<file path="config.mk">
export PLATFORM = sky130hd
export DESIGN_NAME = alu_cmd_issue
export DESIGN_NICKNAME = d
export VERILOG_FILES = /design/src/rtl/alu_cmd_issue.sv
export SDC_FILE = /design/constraint.sdc
export NUM_CORES = 1
export LEC_CHECK = 0
export CORE_ASPECT_RATIO = 1.4
export CORE_UTILIZATION = 27
export CTS_BUF_LIST = sky130_fd_sc_hd__clkbuf_4 sky130_fd_sc_hd__clkbuf_8
export CTS_CLUSTER_SIZE = 14
export DETAILED_ROUTE_END_ITERATION = 7
export PLACE_DENSITY = 0.52
export SLEW_MARGIN = 20
export SYNTH_ARGS = -nofsm -noshare
export SYNTH_HDL_FRONTEND = slang
export SYNTH_SLANG_ARGS = --single-unit
export TNS_END_PERCENT = 50
</file>
<file path="constraint.sdc">
create_clock -name clk -period 2.7 [get_ports clk]
set_input_delay 0.54 -clock clk [delete_from_list [all_inputs] [get_ports clk]]
set_output_delay 0.54 -clock clk [all_outputs]
set_load 0.02 [all_outputs]
</file>
<file path="src/rtl/alu_cmd_issue.sv">
// alu_cmd_issue: command FIFO feeding a registered ALU issue stage,
// with result capture, accumulator forwarding and a completion counter.
module alu_cmd_issue #(
  parameter int DEPTH  = 4,
  parameter int ADDR_W = 2
) (
  input  logic       clk,
  input  logic       rst,
  input  logic       cmd_valid,
  output logic       cmd_ready,
  input  logic [3:0] cmd_A,
  input  logic [3:0] cmd_B,
  input  logic [1:0] cmd_op,
  input  logic       cmd_acc,
  input  logic       acc_clear,
  output logic [3:0] A,
  output logic [3:0] B,
  output logic [1:0] op_sel,
  input  logic [3:0] result,
  input  logic       flag,
  output logic       res_valid,
  input  logic       res_ready,
  output logic [3:0] res_data,
  output logic       res_flag,
  output logic [3:0] acc,
  output logic [7:0] ops_done
);

  localparam logic [ADDR_W:0] FULL_CNT = (ADDR_W+1)'(DEPTH);

  // entry layout: {acc_mode, op, B, A}
  logic [10:0]       mem [DEPTH];
  logic [ADDR_W-1:0] wp;
  logic [ADDR_W-1:0] rp;
  logic [ADDR_W:0]   cnt;
  logic              full;
  logic              empty;
  logic              push;
  logic              pop;
  logic              iss_valid;
  logic              out_adv;
  logic              iss_adv;
  logic              capture;
  logic [10:0]       head;
  logic [3:0]        a_next;

  assign full      = cnt == FULL_CNT;
  assign empty     = cnt == '0;
  assign cmd_ready = !full;
  assign push      = cmd_valid && !full;
  assign out_adv   = !res_valid || res_ready;
  assign iss_adv   = !iss_valid || out_adv;
  assign pop       = !empty && iss_adv;
  assign capture   = iss_valid && out_adv;
  assign head      = mem[rp];

  // acc-mode operand: clear wins, then the in-flight result, then acc
  always_comb begin
    a_next = head[3:0];
    if (head[10]) begin
      if (acc_clear)    a_next = '0;
      else if (capture) a_next = result;
      else              a_next = acc;
    end
  end

  always_ff @(posedge clk) begin
    if (push) mem[wp] <= {cmd_acc, cmd_op, cmd_B, cmd_A};
  end

  always_ff @(posedge clk or posedge rst) begin
    if (rst) begin
      wp  <= '0;
      rp  <= '0;
      cnt <= '0;
    end else begin
      if (push) wp <= wp + 1'b1;
      if (pop)  rp <= rp + 1'b1;
      if (push && !pop)      cnt <= cnt + 1'b1;
      else if (pop && !push) cnt <= cnt - 1'b1;
    end
  end

  always_ff @(posedge clk or posedge rst) begin
    if (rst) begin
      iss_valid <= 1'b0;
      A         <= '0;
      B         <= '0;
      op_sel    <= '0;
    end else begin
      if (pop) begin
        iss_valid <= 1'b1;
        A         <= a_next;
        B         <= head[7:4];
        op_sel    <= head[9:8];
      end else if (out_adv) begin
        iss_valid <= 1'b0;
      end
    end
  end

  always_ff @(posedge clk or posedge rst) begin
    if (rst) begin
      res_valid <= 1'b0;
      res_data  <= '0;
      res_flag  <= 1'b0;
      ops_done  <= '0;
    end else begin
      if (capture) begin
        res_valid <= 1'b1;
        res_data  <= result;
        res_flag  <= flag;
        ops_done  <= ops_done + 8'd1;
      end else if (res_valid && res_ready) begin
        res_valid <= 1'b0;
      end
    end
  end

  always_ff @(posedge clk or posedge rst) begin
    if (rst)            acc <= '0;
    else if (acc_clear) acc <= '0;
    else if (capture)   acc <= result;
  end

endmodule

</file>
met1.png
Bar = 20 um. Supply wires on this layer in gray. Cells faint in the background.
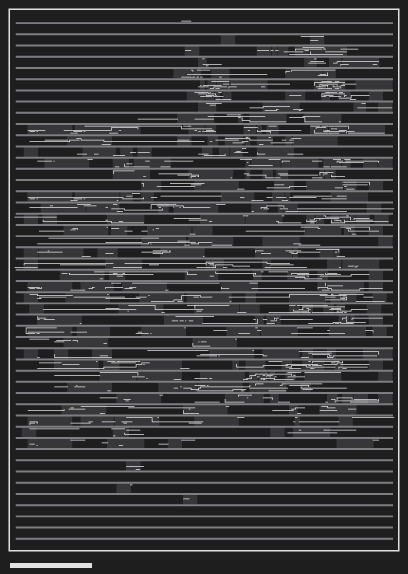
nets with wire on the layer: 238
share of all routed wire: 43%
wire length on this layer: 2570 um
longest straight run: 26.9 um
detailed-route wire length: 5.92 mm
met1 capacity usage during global routing: 0.121

met2.png
Bar = 20 um. Cells faint in the background.
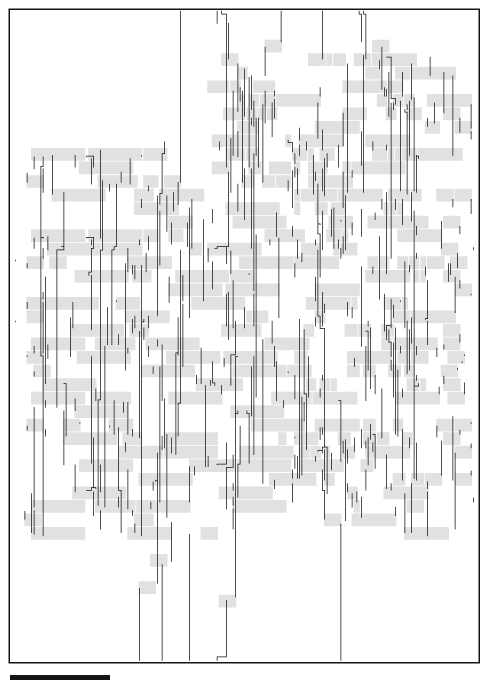
longest straight run: 54.4 um
main direction: vertical
nets with wire on the layer: 243
wire length on this layer: 2950 um
met2 Usage GRT: 0.183
detailed-route via count: 1786

==> GITHUB_STEP_SUMMARY <==
### Metrics collected by this job

| Metric | Value |
|---|---|
| Post-synthesis instance area | 0.00321 mm2 |
| Nets | 284 |
| Power consumption | between 4 and 5 mW |
| Proportion of power drawn by the clock network | 0.203 |
| Detailed-routed wire length on met2 | 2.95 mm |
| Setup repair after global routing missed its margin | false |
| Most frequently used flop master after synthesis | sky130_fd_sc_hd__edfxtp_1 |
| Inverter count | 6 |
| Crit. End Element | primary output |
| Number of instances in the synthesized netlist | 195 |
| Cell kind with the greatest summed area | flip-flops and latches |
| Worst EP arrival | approximately 1.6 ns |
| Routed wire per std cell | between 10 and 15 um |
| Drt drc | 0 |
| Most common logic cells in the final layout | 49 x sky130_fd_sc_hd__clkdlybuf4s50_1, 44 x sky130_fd_sc_hd__edfxtp_1, 36 x sky130_fd_sc_hd__dfrtp_1 |
| P_int | 2.88 mW |
| Leading cell types by count after synthesis | 44 x sky130_fd_sc_hd__edfxtp_1, 36 x sky130_fd_sc_hd__dfrtp_1, 13 x sky130_fd_sc_hd__nand2_1, 10 x sky130_fd_sc_hd__and3_1, 9 x sky130_fd_sc_hd__xnor2_1 |
| OpenROAD warning count | 29 |
| Yosys simple share | 0.0694 |
| Max-capacitance violation count | 0 |
| Power share of the sequential group | 0.447 |
| Insertion delay at the late pin of the worst-skew pair | 0.35 ns |
| Post-DP HPWL | a little under 4 mm |
| Cell total in the yosys stat output | 195 |
| TritonCTS clock tree | done |
| Clock-cell share of area | 0.0471 |
| Number of logic stages on the critical path including buffering | 3 |
| Largest register FFs | 44 |
| Highest clock rate | about 460 MHz |
| Min-Delay Path Depth | 1 |
| Area Overhead vs Synth | 27.6% |
| Die Footprint | 0.0123 mm2 |
| Avg Cell Area, Syn | between 15 and 20 um2 |
| Non-clock buffer share | 0.133 |
| Length of routed wiring on met1 | around 2.6 mm |
| Layout cell share with drive strength beyond 1 | 0.150 |
| H-tree levels | 3 |
| Well-Tap Cells | between 100 and 150 |
| Number of global-route vias before repair | 1852 |
| DR iter-0 viols | 60 |
| Power per Cell Area | 1040 mW/mm2 |
| Count of hold buffers inserted by post-cts repair | 0 |
| Clock-pin slew reported for the worst setup and hold paths after clock tree synthesis | 0.08 ns |
| Number of hold violations in the final report | 0 |
| Most congested layer reported by global routing | met2 |
| Share of cell area taken by multi-input logic gates | 0.228 |
| Reg2reg path depth | 7 |
| Area occupied by registers | 0.00222 mm2 |
| Clkbuf count | 9 |
| Leakage | approximately 1.6 nW |
| Dominant cell by count in the synthesized netlist | sky130_fd_sc_hd__edfxtp_1 |
| Total count of max-transition violations in the final report | 0 |
| Post-synthesis cell type with the largest combined area | sky130_fd_sc_hd__edfxtp_1 |
| Most flops, register | mem |
| Share of total power in combinational logic | 0.350 |
| Summed standard-cell area reported by yosys | 0.00321 mm2 |
| Number of antenna-violating nets in the routed design | 0 |
| Required time of the worst setup path | 2.16 ns |
| Worst reg2reg startpoint | cnt[0] |
| Repair and plain buffers | 56 |
| FF-to-FF setup slack | between 0.6 and 0.7 ns |
| Highest layer used for signal routing | met4 |
| Flip-flop and latch count after synthesis | 80 |
| Routed wire length on met3 | roughly 250 um |
| Antenna violations before repair | 0 |
| Start point of the critical path | cnt[0] |
| Number of setup violations in the final report | 0 |
| Multi-input comb cells | between 100 and 150 |
| Largest net degree at the start of global routing | 37 |
| Boundary pin count | 50 |
| Slowest CP cell | sky130_fd_sc_hd__clkdlybuf4s50_1 |
| CTS Buf Count | 9 |
| Family with the most delay on the worst path | buffers and inverters |
| Shortest clock period the worst path allows after layout | between 2 and 2.5 ns |
| Worst hold path type | flop to flop |
| Warning count from the yosys run | 0 |
| Global-route wire length before repair | between 9 and 10 mm |
| Endpoint of the lowest-slack register-to-register path | cnt[1] |
| Remaining global-route overflow | 0 |
| Status | complete, no violations |
| Category of the worst setup path launch point | flop |
| Main logic family after synthesis | multiplexers |
| Peak supply drop | 364 uV |
| Number of buffer and inverter stages on the critical path | 1 |
| Switch share | 0.327 |
| Total iterations of the first detailed-routing run | 4 |
| Tightest hold margin | approximately 0.47 ns |
| Sequential fraction of total cell area | 0.543 |
| Worst rel slew slack | 0.633 |
| Crit share post-route | 0.805 |
| Non-filler cells in the finished layout | 404 |
| Switching power summed over all nets | 1.40 mW |
| Number of distinct standard cells referenced by the synthesized netlist | 30 |
| Endpoint, Worst Hold | ops_done[7] |
| Clock Skews | roughly 0.0096 ns |
| Resize count post-CTS | 0 |
| Largest fanout of any net on the critical path | 6 |
| Leading cell type in the layout, fill and taps excluded | sky130_fd_sc_hd__clkdlybuf4s50_1 |
| Total Routing Usage GR | 0.107 |
| Count of library flops with an enable pin | 44 |
| Die W | 94.2 um |
| GRT met3 Usage | 0.0284 |
| Number of placed cells counting well taps | 389 |
| Vertical extent of the die | 131 um |
| Final setup TNS | 0 ns |
| Multiplexer share of the synthesized area | 0.109 |
| Top-area cell share | 0.412 |
| Async set-or-reset flop fraction in the synthesized netlist | 0.450 |
## power by group through the flow
stage / clock, mW / combinational (mW) / sequential [mW]
final: 0.871 / 1.50 / 1.91
after global routing: 0.954 / 1.65 / 1.97
after CTS: 0.906 / 1.54 / 1.93
after detailed placement: 0 / 1.53 / 1.95
after global placement: 0 / 1.51 / 1.94
after floorplan: 0 / 0.821 / 2.04
## stage by stage
step | util | instance area, um2
3_5_place_dp | 0.341 | 3900
6_report | 0.358 | 4100
3_3_place_gp | 0.341 | 3900
5_1_grt | 0.358 | 4100
2_1_floorplan | - | 3210
4_1_cts | 0.358 | 4100
## cell families after synthesis
group / Yosys count
XOR/XNOR: 13
buffers and inverters: 12
multiplexers: 19
flip-flops: 80
adder cells (fa/ha/maj): 7
AND/OR/NAND/NOR: 43
AND-OR/OR-AND: 21
Power figures rest on the tool's default switching activity, not on a simulated workload.
